Fig. 1: run 1, signal wires by layer
Drawn at 4 px/um.
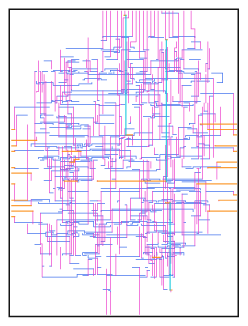
Fig. 2: run 1, sequential cells coloured by netlist name
Drawn at 4 px/um.
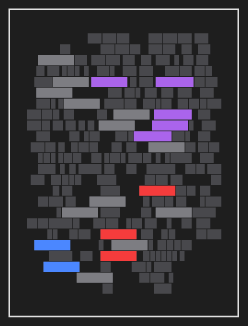
Fig. 3: run 1, routing congestion
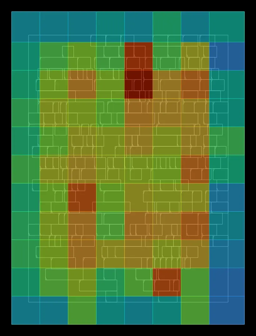
File: config.mk
export PLATFORM = sky130hd
export DESIGN_NAME = id_ex_ctrl_stage
export DESIGN_NICKNAME = d
export VERILOG_FILES = /design/src/rtl/id_ex_ctrl_stage.sv
export SDC_FILE = /design/constraint.sdc
export NUM_CORES = 1
export LEC_CHECK = 0
export CAP_MARGIN = 20
export CORE_ASPECT_RATIO = 1.4
export CORE_MARGIN = 4
export CORE_UTILIZATION = 41
export DETAILED_ROUTE_END_ITERATION = 10
export MAX_ROUTING_LAYER = met4
export PLACE_DENSITY = 0.78
export SETUP_SLACK_MARGIN = 0.05
export SKIP_CTS_REPAIR_TIMING = 1
export SKIP_LAST_GASP = 1
export SYNTH_ARGS = -nofsm -noshare
export SYNTH_HDL_FRONTEND = slang
export SYNTH_SLANG_ARGS = --single-unit
export TNS_END_PERCENT = 1
File: constraint.sdc
create_clock -name clk -period 1.7 [get_ports clk]
set_input_delay 0.17 -clock clk [delete_from_list [all_inputs] [get_ports clk]]
set_output_delay 0.17 -clock clk [all_outputs]
set_load 0.05 [all_outputs]
File: src/rtl/id_ex_ctrl_stage.sv
// ---------------------------------------------------------------------------
// id_ex_ctrl_stage
//
// ID/EX control stage of a MIPS-like pipeline. Decodes the opcode held in
// IF/ID into a registered control bundle and handles three kinds of stall:
// a downstream hold, a load-use hazard against the instruction currently in
// EX, and a multi-cycle multiply that occupies EX for MUL_LAT cycles.
//
// Parameters
//   REG_AW   register-address width (3..6)
//   MUL_LAT  total multiply occupancy in cycles (2..15)
//
// Ports
//   clk, reset          clock, asynchronous active-high reset
//   in_valid/in_ready   IF/ID handshake; in_ready is combinational
//   op_code             6-bit opcode
//   in_rs/in_rt/in_rd   register fields of the ID instruction
//   ex_hold             downstream stall, freezes everything
//   flush               taken branch, drop the ID instruction
//   out_valid           ID/EX holds a real instruction (0 = bubble)
//   reg_dst .. branch   registered single-bit controls
//   alu_op, load_mode   registered multi-bit controls
//   ex_dst              registered destination register (rd or rt)
//   mul_busy            a multiply is still occupying EX
// ---------------------------------------------------------------------------
module id_ex_ctrl_stage #(
    parameter int unsigned REG_AW  = 5,
    parameter int unsigned MUL_LAT = 4
) (
    input  logic              clk,
    input  logic              reset,
    input  logic              in_valid,
    output logic              in_ready,
    input  logic [5:0]        op_code,
    input  logic [REG_AW-1:0] in_rs,
    input  logic [REG_AW-1:0] in_rt,
    input  logic [REG_AW-1:0] in_rd,
    input  logic              ex_hold,
    input  logic              flush,
    output logic              out_valid,
    output logic              reg_dst,
    output logic              reg_write,
    output logic              alu_src,
    output logic              mem_write,
    output logic              mem_read,
    output logic              mem_to_reg,
    output logic              branch,
    output logic [2:0]        alu_op,
    output logic [1:0]        load_mode,
    output logic [REG_AW-1:0] ex_dst,
    output logic              mul_busy
);

    localparam int unsigned CntW = $clog2(MUL_LAT + 1);

    localparam logic [5:0] OpRtype = 6'b000000;
    localparam logic [5:0] OpAddi  = 6'b001000;
    localparam logic [5:0] OpLw    = 6'b100011;
    localparam logic [5:0] OpLh    = 6'b100001;
    localparam logic [5:0] OpLhu   = 6'b100101;
    localparam logic [5:0] OpSw    = 6'b101011;
    localparam logic [5:0] OpBeq   = 6'b000100;
    localparam logic [5:0] OpAndi  = 6'b001100;
    localparam logic [5:0] OpOri   = 6'b001101;
    localparam logic [5:0] OpMul   = 6'b011100;

    typedef enum logic {StRun, StMulWait} state_e;

    state_e            state_q, state_d;
    logic [CntW-1:0]   cnt_q, cnt_d;

    logic              out_valid_q, out_valid_d;
    logic              reg_dst_q, reg_dst_d;
    logic              reg_write_q, reg_write_d;
    logic              alu_src_q, alu_src_d;
    logic              mem_write_q, mem_write_d;
    logic              mem_read_q, mem_read_d;
    logic              mem_to_reg_q, mem_to_reg_d;
    logic              branch_q, branch_d;
    logic [2:0]        alu_op_q, alu_op_d;
    logic [1:0]        load_mode_q, load_mode_d;
    logic [REG_AW-1:0] ex_dst_q, ex_dst_d;

    // Decoded bundle for the instruction currently in ID.
    logic              dec_reg_dst, dec_reg_write, dec_alu_src, dec_mem_write;
    logic              dec_mem_read, dec_mem_to_reg, dec_branch, dec_uses_rt, dec_is_mul;
    logic [2:0]        dec_alu_op;
    logic [1:0]        dec_load_mode;
    logic              hazard;

    always_comb begin
        dec_reg_dst    = 1'b0;
        dec_reg_write  = 1'b1;
        dec_alu_src    = 1'b0;
        dec_mem_write  = 1'b0;
        dec_mem_read   = 1'b0;
        dec_mem_to_reg = 1'b1;
        dec_branch     = 1'b0;
        dec_alu_op     = 3'b000;
        dec_load_mode  = 2'b00;
        dec_uses_rt    = 1'b0;
        dec_is_mul     = 1'b0;
        unique case (op_code)
            OpRtype: begin
                dec_reg_dst = 1'b1;
                dec_alu_op  = 3'b100;
                dec_uses_rt = 1'b1;
            end
            OpAddi: dec_alu_src = 1'b1;
            OpLw, OpLh, OpLhu: begin
                dec_alu_src    = 1'b1;
                dec_mem_read   = 1'b1;
                dec_mem_to_reg = 1'b0;
                dec_load_mode  = (op_code == OpLh)  ? 2'b01 :
                                 (op_code == OpLhu) ? 2'b10 : 2'b00;
            end
            OpSw: begin
                dec_reg_write = 1'b0;
                dec_alu_src   = 1'b1;
                dec_mem_write = 1'b1;
                dec_uses_rt   = 1'b1;
            end
            OpBeq: begin
                dec_reg_write = 1'b0;
                dec_alu_op    = 3'b001;
                dec_branch    = 1'b1;
                dec_uses_rt   = 1'b1;
            end
            OpAndi: begin
                dec_alu_src = 1'b1;
                dec_alu_op  = 3'b011;
            end
            OpOri: begin
                dec_alu_src = 1'b1;
                dec_alu_op  = 3'b010;
            end
            OpMul: begin
                dec_reg_dst = 1'b1;
                dec_alu_op  = 3'b101;
                dec_uses_rt = 1'b1;
                dec_is_mul  = 1'b1;
            end
            // Unknown opcodes travel down the pipe as a valid NOP.
            default: dec_reg_write = 1'b0;
        endcase
    end

    // Only rt-reading formats can hazard on rt; immediates overwrite rt instead.
    assign hazard = in_valid & out_valid_q & mem_read_q & (ex_dst_q != '0) &
                    ((ex_dst_q == in_rs) | ((ex_dst_q == in_rt) & dec_uses_rt));

    // Flush consumes the instruction (to drop it), so it readies even mid-multiply.
    assign in_ready = ~ex_hold & (flush | ((state_q == StRun) & ~hazard));

    always_comb begin
        // Default: hold everything (ex_hold case).
        state_d      = state_q;
        cnt_d        = cnt_q;
        out_valid_d  = out_valid_q;
        reg_dst_d    = reg_dst_q;
        reg_write_d  = reg_write_q;
        alu_src_d    = alu_src_q;
        mem_write_d  = mem_write_q;
        mem_read_d   = mem_read_q;
        mem_to_reg_d = mem_to_reg_q;
        branch_d     = branch_q;
        alu_op_d     = alu_op_q;
        load_mode_d  = load_mode_q;
        ex_dst_d     = ex_dst_q;

        if (!ex_hold) begin
            // Bubble unless the accept branch below overrides.
            out_valid_d  = 1'b0;
            reg_dst_d    = 1'b0;
            reg_write_d  = 1'b0;
            alu_src_d    = 1'b0;
            mem_write_d  = 1'b0;
            mem_read_d   = 1'b0;
            mem_to_reg_d = 1'b0;
            branch_d     = 1'b0;
            alu_op_d     = 3'b000;
            load_mode_d  = 2'b00;
            ex_dst_d     = '0;

            if (flush) begin
                state_d = StRun;
                cnt_d   = '0;
            end else if (state_q == StMulWait) begin
                cnt_d = cnt_q - CntW'(1);
                if (cnt_q == CntW'(1)) begin
                    state_d = StRun;
                end
            end else if (!hazard && in_valid) begin
                out_valid_d  = 1'b1;
                reg_dst_d    = dec_reg_dst;
                reg_write_d  = dec_reg_write;
                alu_src_d    = dec_alu_src;
                mem_write_d  = dec_mem_write;
                mem_read_d   = dec_mem_read;
                mem_to_reg_d = dec_mem_to_reg;
                branch_d     = dec_branch;
                alu_op_d     = dec_alu_op;
                load_mode_d  = dec_load_mode;
                ex_dst_d     = dec_reg_dst ? in_rd : in_rt;
                if (dec_is_mul) begin
                    state_d = StMulWait;
                    cnt_d   = CntW'(MUL_LAT - 1);
                end
            end
        end
    end

    always_ff @(posedge clk or posedge reset) begin
        if (reset) begin
            state_q      <= StRun;
            cnt_q        <= '0;
            out_valid_q  <= 1'b0;
            reg_dst_q    <= 1'b0;
            reg_write_q  <= 1'b0;
            alu_src_q    <= 1'b0;
            mem_write_q  <= 1'b0;
            mem_read_q   <= 1'b0;
            mem_to_reg_q <= 1'b0;
            branch_q     <= 1'b0;
            alu_op_q     <= 3'b000;
            load_mode_q  <= 2'b00;
            ex_dst_q     <= '0;
        end else begin
            state_q      <= state_d;
            cnt_q        <= cnt_d;
            out_valid_q  <= out_valid_d;
            reg_dst_q    <= reg_dst_d;
            reg_write_q  <= reg_write_d;
            alu_src_q    <= alu_src_d;
            mem_write_q  <= mem_write_d;
            mem_read_q   <= mem_read_d;
            mem_to_reg_q <= mem_to_reg_d;
            branch_q     <= branch_d;
            alu_op_q     <= alu_op_d;
            load_mode_q  <= load_mode_d;
            ex_dst_q     <= ex_dst_d;
        end
    end

    assign out_valid  = out_valid_q;
    assign reg_dst    = reg_dst_q;
    assign reg_write  = reg_write_q;
    assign alu_src    = alu_src_q;
    assign mem_write  = mem_write_q;
    assign mem_read   = mem_read_q;
    assign mem_to_reg = mem_to_reg_q;
    assign branch     = branch_q;
    assign alu_op     = alu_op_q;
    assign load_mode  = load_mode_q;
    assign ex_dst     = ex_dst_q;
    assign mul_busy   = (state_q == StMulWait);

endmodule

==> run notes, run 1 <==
Figures from the implementation reports.

- In the final timing run, aggregate negative setup slack is -3.52 ns.
- The chip footprint reads 0.00435 sq mm.
- The power density over cell area reads 610 mW/mm^2.
- Hold is met by 0.238 ns.
- At the floorplan stage, the core utilization is reported as 0.431.
- Setup repair after global routing could not meet its margin everywhere.
- The maximum fanout count along the critical path reads 3.
- The main logic family after synthesis is AND-OR/OR-AND gates.
- Per the detail_route report, vias per standard cell equal 5.25.
- In this run the layout overhead on the synthesized area is reported as 52.3%.
- For the worst setup path, the data required time is 1.53 ns.
- The area fraction in mux cells reads 0.0438.
- 0 antenna diodes ended up in the layout.
- The flip-flop count of the largest register, all copies and words added is 5.
- The mean instance size in the synthesized netlist reads 9.27 sq um.
- The worst setup path category reads reg2out.
- The endpoint of the most critical register-to-register path reads cnt_q[1].
- The number of H-tree levels reads 1.
- In this run, the synthesized area fraction spent on AND-OR/OR-AND gates is recorded as 0.227.
- The top-level port count reads 46.
- Measured in cells, the most critical reg-to-reg path has a length of 6.
- The tightest min-delay check is of the in2async type.
- The most common cell after layout, fill and taps aside reads sky130_fd_sc_hd__buf_4.
- The arrival time of data at the critical path endpoint is 1.99 ns.
- The cell-internal power reads 0.917 mW.
- The detailed-route wire length is 3650 um.
- Power comes to 1.28 mW.
- The clock share of power is 0.284.
- The critical path's largest stage delay reads 0.54 ns.
- The final reports fail on setup timing.
- Per the synthesis report, the number of distinct cell types is 39.
- The net switching power reads 0.359 mW.
- The setup clock skew after layout is 0.00163 ns.
- The number of warnings in the stage logs reads 29.
- The simple-gate area share of the yosys netlist is 0.182.
- The die is 56.9 um wide.
- The clock tree root driver cell reads sky130_fd_sc_hd__clkbuf_8.
- The clock-pin slew on the worst setup and hold paths reads 0.07 ns.
- The run finished, with violations left.
- The smallest clock period supported by the final layout is computed as 2.16 ns.
- The worst slack at placement is -0.455 ns.
- In this run the cell area of the synthesized design comes to 0.00137 sq mm.
- Entering global routing, the biggest net connects 26 pins.
- The number of max-cap violations is 0.
- The standard cell with the maximum stage delay on the critical path is sky130_fd_sc_hd__or4_1.
- No sink is reached through more buffers than the 2 on the longest clock path.
- The total via count after detailed routing is 1348.
- The number of buffers created by CTS reads 3.
- The worst setup slack after layout reads -0.457 ns.
- The count of standard-cell rows reads 24.
- The signal on the critical path passes through or4_1 -> o2111ai_2 -> a21oi_2 -> or2_4 -> a21oi_4 -> buf_6.
- The number of antenna violations at the first check in global routing is 0.
- The post-synthesis share of cell area spent on xor and xnor gates reads 0.0638.
- The count of filler cells inserted in the layout reads 286.
- The area figure in the yosys stat output is 0.00137 sq mm.
- The placeable core region reads 0.00318 sq mm.
- The critical register-to-register path startpoint is ex_dst[2].
- During placement, the flow inserted port buffers numbering 45.
- The routability congestion estimate is 0.916.
- The final setup violation count reads 22.
- The placed wire-length estimate after detailed placement is 2950 um.
- The worst setup path is launched from a flip-flop.
- The gate count after technology mapping is 148.
About Fig. 1:
| colour | layer | wire length |
|---|---|---|
| orange | M3 | 120 um |
| blue | M1 | 1530 um |
| magenta | M2 | 1910 um |
| cyan | M4 | 87.0 um |

About Fig. 2:
| colour | signal | sequential cells |
|---|---|---|
| blue | load_mode | 2 |
| red | cnt_q | 3 |
| purple | ex_dst | 5 |
flop share of the area: 0.265
Final Util: 0.657
area occupied by registers: 554 sq um
flip-flop and latch power: 0.557 mW

About Fig. 3:
Most Used Layer, Global Route: met2
detailed-route wire length per cell: 14.2 um
met1 Resource Use GR: 0.210
All-Layer GR Usage: 0.179
GR Layer Usage met2: 0.304

## run 1: worst max-delay path by stage
stage                           to  slack [ns]  cells past startpoint
after floorplan           in_ready       -0.38                      5
after global placement    in_ready       -0.41                      8
after detailed placement  in_ready       -0.46                      8
after CTS                 in_ready       -0.50                      6
after global routing      in_ready       -0.54                      6
final                     in_ready       -0.46                      6
## run 1: critical path: cells and delay by family (launching register included)
family | cells | cell delay, ns
DFF | 1 | 0.40
and+or+nand+nor | 2 | 0.79
AOI/OAI and AO/OA | 3 | 0.38
buffers and inverters | 1 | 0.17
## run 1: cell type report
type                       instances  share of cell area
tap                               39              0.0233
timing repair buffer              76               0.317
inverter                           6              0.0108
clock buffer                       4              0.0263
sequential                        22               0.265
multi-input combinational        110               0.358
## run 1: synth_stat cells, drive strengths merged, types with 2 or more instances
cell    number
dfrtp       22
nand2       21
o21ai       13
nor2        12
a21oi        9
xnor2        7
inv          6
mux2i        6
nand3        6
buf          5
clkbuf       5
nor3         5
a22o         3
o31ai        3
o41ai        3
xor2         3
a31oi        2
and3         2
ha           2
nand2b       2
or2          2
## run 1: layer usage
layer / up-vias / GRT usage / routed length (um)
met4: 0 / 0.0858 / 87
met1: 640 / 0.210 / 1530
met3: 6 / 0.0136 / 119
li1: 666 / - / -
met5: - / - / 0
met2: 36 / 0.304 / 1910
## run 1: metrics by stage
stage / cells / area, sq um
detailed placement: 253 / 2030
global placement: 253 / 2030
CTS: 257 / 2080
global route: 257 / 2090
finish: 257 / 2090
floorplan: 148 / 1390
## run 1: power by group through the flow
stage	Sequential [mW]	Combinational, mW	Clock (mW)
after floorplan	0.618	0.144	0
final	0.557	0.356	0.362
after global placement	0.566	0.350	0
after global routing	0.560	0.386	0.394
after CTS	0.557	0.359	0.371
after detailed placement	0.567	0.357	0
==> run 2: changes to the inputs <==
--- a/config.mk
+++ b/config.mk
@@ -6,9 +6,10 @@
 export NUM_CORES = 1
 export LEC_CHECK = 0
 export CAP_MARGIN = 20
-export CORE_ASPECT_RATIO = 1.4
+export CORE_ASPECT_RATIO = 2
 export CORE_MARGIN = 4
 export CORE_UTILIZATION = 41
+export CTS_BUF_LIST = sky130_fd_sc_hd__clkbuf_4 sky130_fd_sc_hd__clkbuf_8 sky130_fd_sc_hd__clkbuf_16
 export DETAILED_ROUTE_END_ITERATION = 10
 export MAX_ROUTING_LAYER = met4
 export PLACE_DENSITY = 0.78
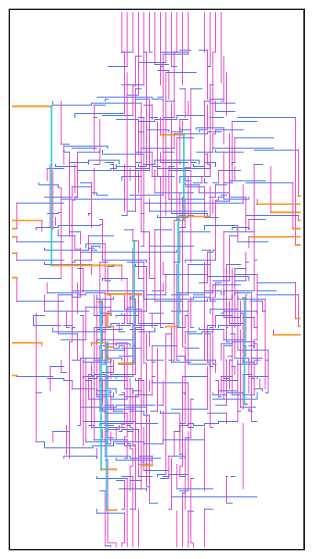
Fig. 4. Signal wires by layer (run 2).
Drawn at 6 px/um.
| colour | layer | wire length |
|---|---|---|
| blue | M1 | 1440 um |
| magenta | M2 | 2240 um |
| cyan | M4 | 153 um |
| orange | M3 | 97.0 um |
detailed-route wire length per cell: 15.6 um
routed via count: 1362

==> run 2 against run 1 <==
Effect of this change:
- highest routed layer unchanged
- setup slack worse by 0.055 ns
- maximum frequency fell by 2.5%
- die area grew 0.98%
- critical endpoint unchanged
- design area up 1.7%
- largest power group unchanged
- clock skew up 0.0031 ns
- area after synthesis is the same
- the flow still finishes with violations (setup timing)
- utilization increased by 0.89 points
- combinational power is 4% higher
- sequential power about the same
- critical path depth unchanged
==> run notes, run 2 <==
Figures from the implementation reports.

- The summed instance area of the synthesized netlist is 0.00137 sq mm (unchanged).
- The checks that failed: setup timing.
- The share of final-layout standard cells stronger than drive strength 1 reads 0.344.
- The accumulated negative setup slack is -7.01 ns (-3.48 ns).
- The most popular library cell in the synthesized design by count reads sky130_fd_sc_hd__dfrtp_1.
- The number of standard cells in the layout, taps in and fillers out is 252 (-1.9%).
- The final setup violation count is 23 (+4.5%).
- The endpoint of the most critical register-to-register path is load_mode[0].
- The placeable core region is 0.00319 sq mm (+0.31%).
- The worst setup path is launched from a flip-flop.
- The required time of the critical path was 1.53 ns (about the same).
- The number of register bits inferred by synthesis reads 22.
- The maximum fanout count along the critical path is 3 (unchanged).
- The cell type that accounts for the most area after synthesis is sky130_fd_sc_hd__dfrtp_1.
- Per Yosys stat, the portion of area used by sequential elements is 0.401.
- The worst relative slew slack reads 0.663.
- TritonCTS built the clock tree.
- The flow ran to the end, but the final reports show violations.
- Ranked by total cell area, the synthesized netlist is headed by sky130_fd_sc_hd__dfrtp_1, sky130_fd_sc_hd__o21ai_2, sky130_fd_sc_hd__nand2_1, sky130_fd_sc_hd__xnor2_1, sky130_fd_sc_hd__mux2i_1.
- The number of buffers created by CTS is 3 (unchanged).
- Per the synth stats, the flop cell with the highest instance count is sky130_fd_sc_hd__dfrtp_1.
- The gate count after technology mapping is 148 (unchanged).
- The arrival time of data at the critical path endpoint came to 2.04 ns (+0.05 ns).
- The number of antenna violations at the first check in global routing is 0 (unchanged).
- The placed cell count is 246 (-2.8%).
- The worst slack at placement is -0.435 ns (+0.0208 ns).
- For reference, the final report shows the hold violation count at 0.
- The sum of overflow across all layers after global routing is 0.
- The worst ir drop on vdd reads 0.524 mV.
- The first global-routing pass estimated 6600 um of wire.
- For the pin with the worst max-slew slack, the measured transition is 0.505 ns.
- The worst hold slack came to 0.242 ns (+0.00383 ns).
- Ranking logic cells in the layout by count gives the top entries sky130_fd_sc_hd__buf_4, sky130_fd_sc_hd__clkdlybuf4s50_1, sky130_fd_sc_hd__nand2_1, sky130_fd_sc_hd__dfrtp_1, sky130_fd_sc_hd__nor2_1.
- The number of max-cap violations came to 0 (unchanged).
- The clock reaches the later pin of the worst-skew pair after 0.26 ns.
- The final cell utilization of the core is 0.666 (+0.00891).
- The number of H-tree levels was 1 (unchanged).
- The timing-limited maximum frequency is 452 MHz.
- The detailed-route wire length reads 3930 um (+7.6%).
- The via density per instance is 5.40 (+3.0%).
- The routability congestion estimate is 0.991 (+8.2%).
- Setup repair after global routing could not meet its margin everywhere.
- The number of antenna cells inserted came to 0 (unchanged).
- The setup clock skew after layout is 0.00475 ns (+0.00312 ns).
- The total of buffers placed on input and output ports is 45 (unchanged).
- The width of the chip reads 48.9 um (-14%).
- The clock tree root driver cell reads sky130_fd_sc_hd__clkbuf_8.
- The via count of the first global-routing pass was 1466.
- The number of violations reported at the end of detailed-routing iteration 0 is 51.
- The worst setup slack after layout is -0.512 ns (-0.0554 ns).
- The residual antenna-violating net count after detailed routing is 0.
- The finished design was reported to have a net count of 250.
- Note that the worst hold path type here is in2async.
- The number of warnings printed during yosys synthesis reads 0.
- The net count after synthesis reads 176.
- The number of pins exceeding their max-slew limit in the final report reads 0.
- The total routing usage reported by global routing reads 0.189 (+0.00929).
- The number of warnings in the stage logs is 29 (unchanged).
- The flip-flop count of the largest register, all copies and words added came to 5 (unchanged).
- The detailed-routing iteration count for the pre-antenna-repair pass is 4.
- The clock-pin slew on the worst setup and hold paths reads 0.08 ns (about the same).
- The count of standard-cell rows reads 29 (+21%).
- The power density over cell area is 613 mW/mm^2 (+0.54%).
- STA classifies the critical path endpoint as a primary output.
- The number of distinct library cell variants in the gate-level netlist after synthesis is 39 (unchanged).
- The overall power consumption came to 1.30 mW (+2.2%).
- By instance count after routing, the leading logic cell type is sky130_fd_sc_hd__buf_4.
- The chip footprint is 0.00439 sq mm (+0.98%).
- The post-route fraction of the period consumed by the critical path reads 1.30.
- The cell count in the Yosys report is 148.
- The clock period minus worst slack came to 2.21 ns (+0.0554 ns).
- The placed instance area is 0.00203 sq mm (unchanged).
- The sink count of the clock tree is 22.
- The worst-case clock buffer depth is 2 (unchanged).
- The initial standard-cell utilization of the core reads 0.430 (-0.00135).
- The largest net degree at the start of global routing reads 26 (unchanged).
- The placed wire-length estimate after detailed placement is 3130 um (+6.2%).
- The synthesized design contains 0 enable-type register cells.
- In this run the critical register-to-register path is launched from ex_dst[0].
- The DRC violations left reads 0.
- The cell leakage power is 0.995 nW.
- The area share of the leading cell type in the synthesized netlist is 0.401.
- The cell area after layout reads 0.00213 sq mm (+1.7%).
- By count the netlist is led by sky130_fd_sc_hd__dfrtp_1, sky130_fd_sc_hd__nand2_1, sky130_fd_sc_hd__nor2_1, sky130_fd_sc_hd__o21ai_2, sky130_fd_sc_hd__a21oi_1.
- The minimum setup slack among reg-to-reg paths is -0.40 ns.
- The share of synthesized registers carrying an async set or reset reads 1.00.
- The area figure in the yosys stat output came to 0.00137 sq mm (unchanged).
- The logic depth of the worst register-to-register path reads 7 (+1).
- The die extent in y reads 89.8 um.
- The top-level port count is 46 (unchanged).
- The area growth from synthesis to layout is 54.9%.
- By startpoint and endpoint, the worst setup path is classified as reg2out.
- The mean instance size in the synthesized netlist is 9.27 sq um (unchanged).
## run 2: worst max-delay path, stage by stage, from the launching register on
cell and delay, ns:
sky130_fd_sc_hd__dfrtp_2 0.41, sky130_fd_sc_hd__or4_4 0.55, sky130_fd_sc_hd__o2111ai_4 0.22, sky130_fd_sc_hd__a21oi_2 0.07, sky130_fd_sc_hd__or2_4 0.25, sky130_fd_sc_hd__a21oi_4 0.12, sky130_fd_sc_hd__buf_6 0.17
## run 2: cell families after synthesis
family                     after synthesis  share of synthesized area
and+or+nand+nor                         53                      0.182
AOI/OAI and AO/OA                       39                      0.227
DFF                                     22                      0.401
buffers and inverters                   16                     0.0638
xor gates and xnor gates                10                     0.0638
muxes                                    6                     0.0438
adders and majority gates                2                     0.0182
## run 2: layout make-up
type                    count  area [sq um]
well taps                  31          38.8
inverters                   6          22.5
repair buffers             79           684
fillers                   263          1070
multi-input cells         110           771
flip-flops and latches     22           554
clock buffers               4          55.1
## run 2: routing by layer
metal / vias up / GRT usage / wire, um
met2: 39 / 0.345 / 2240
met5: - / - / 0
met1: 646 / 0.192 / 1440
li1: 663 / - / -
met4: 0 / 0.0854 / 153
met3: 14 / 0.0215 / 97
## run 2: power by group
group          leakage (nW)  internal (mW)  total (mW)  switching, mW
Clock                0.0288          0.207       0.375          0.169
Sequential            0.298          0.543       0.558         0.0150
Combinational         0.669          0.173       0.370          0.197
Total                 0.995          0.923        1.30          0.381
## run 2: worst max-delay path by stage
stage,cells past startpoint,endpoint,start
final,6,in_ready,ex_dst[0]
after global routing,6,in_ready,ex_dst[0]
after CTS,8,in_ready,ex_dst[2]
after detailed placement,9,in_ready,op_code[3]
after global placement,8,in_ready,op_code[5]
after floorplan,5,in_ready,ex_dst[2]
No activity file was given, so power comes from the tool's default toggle rates.
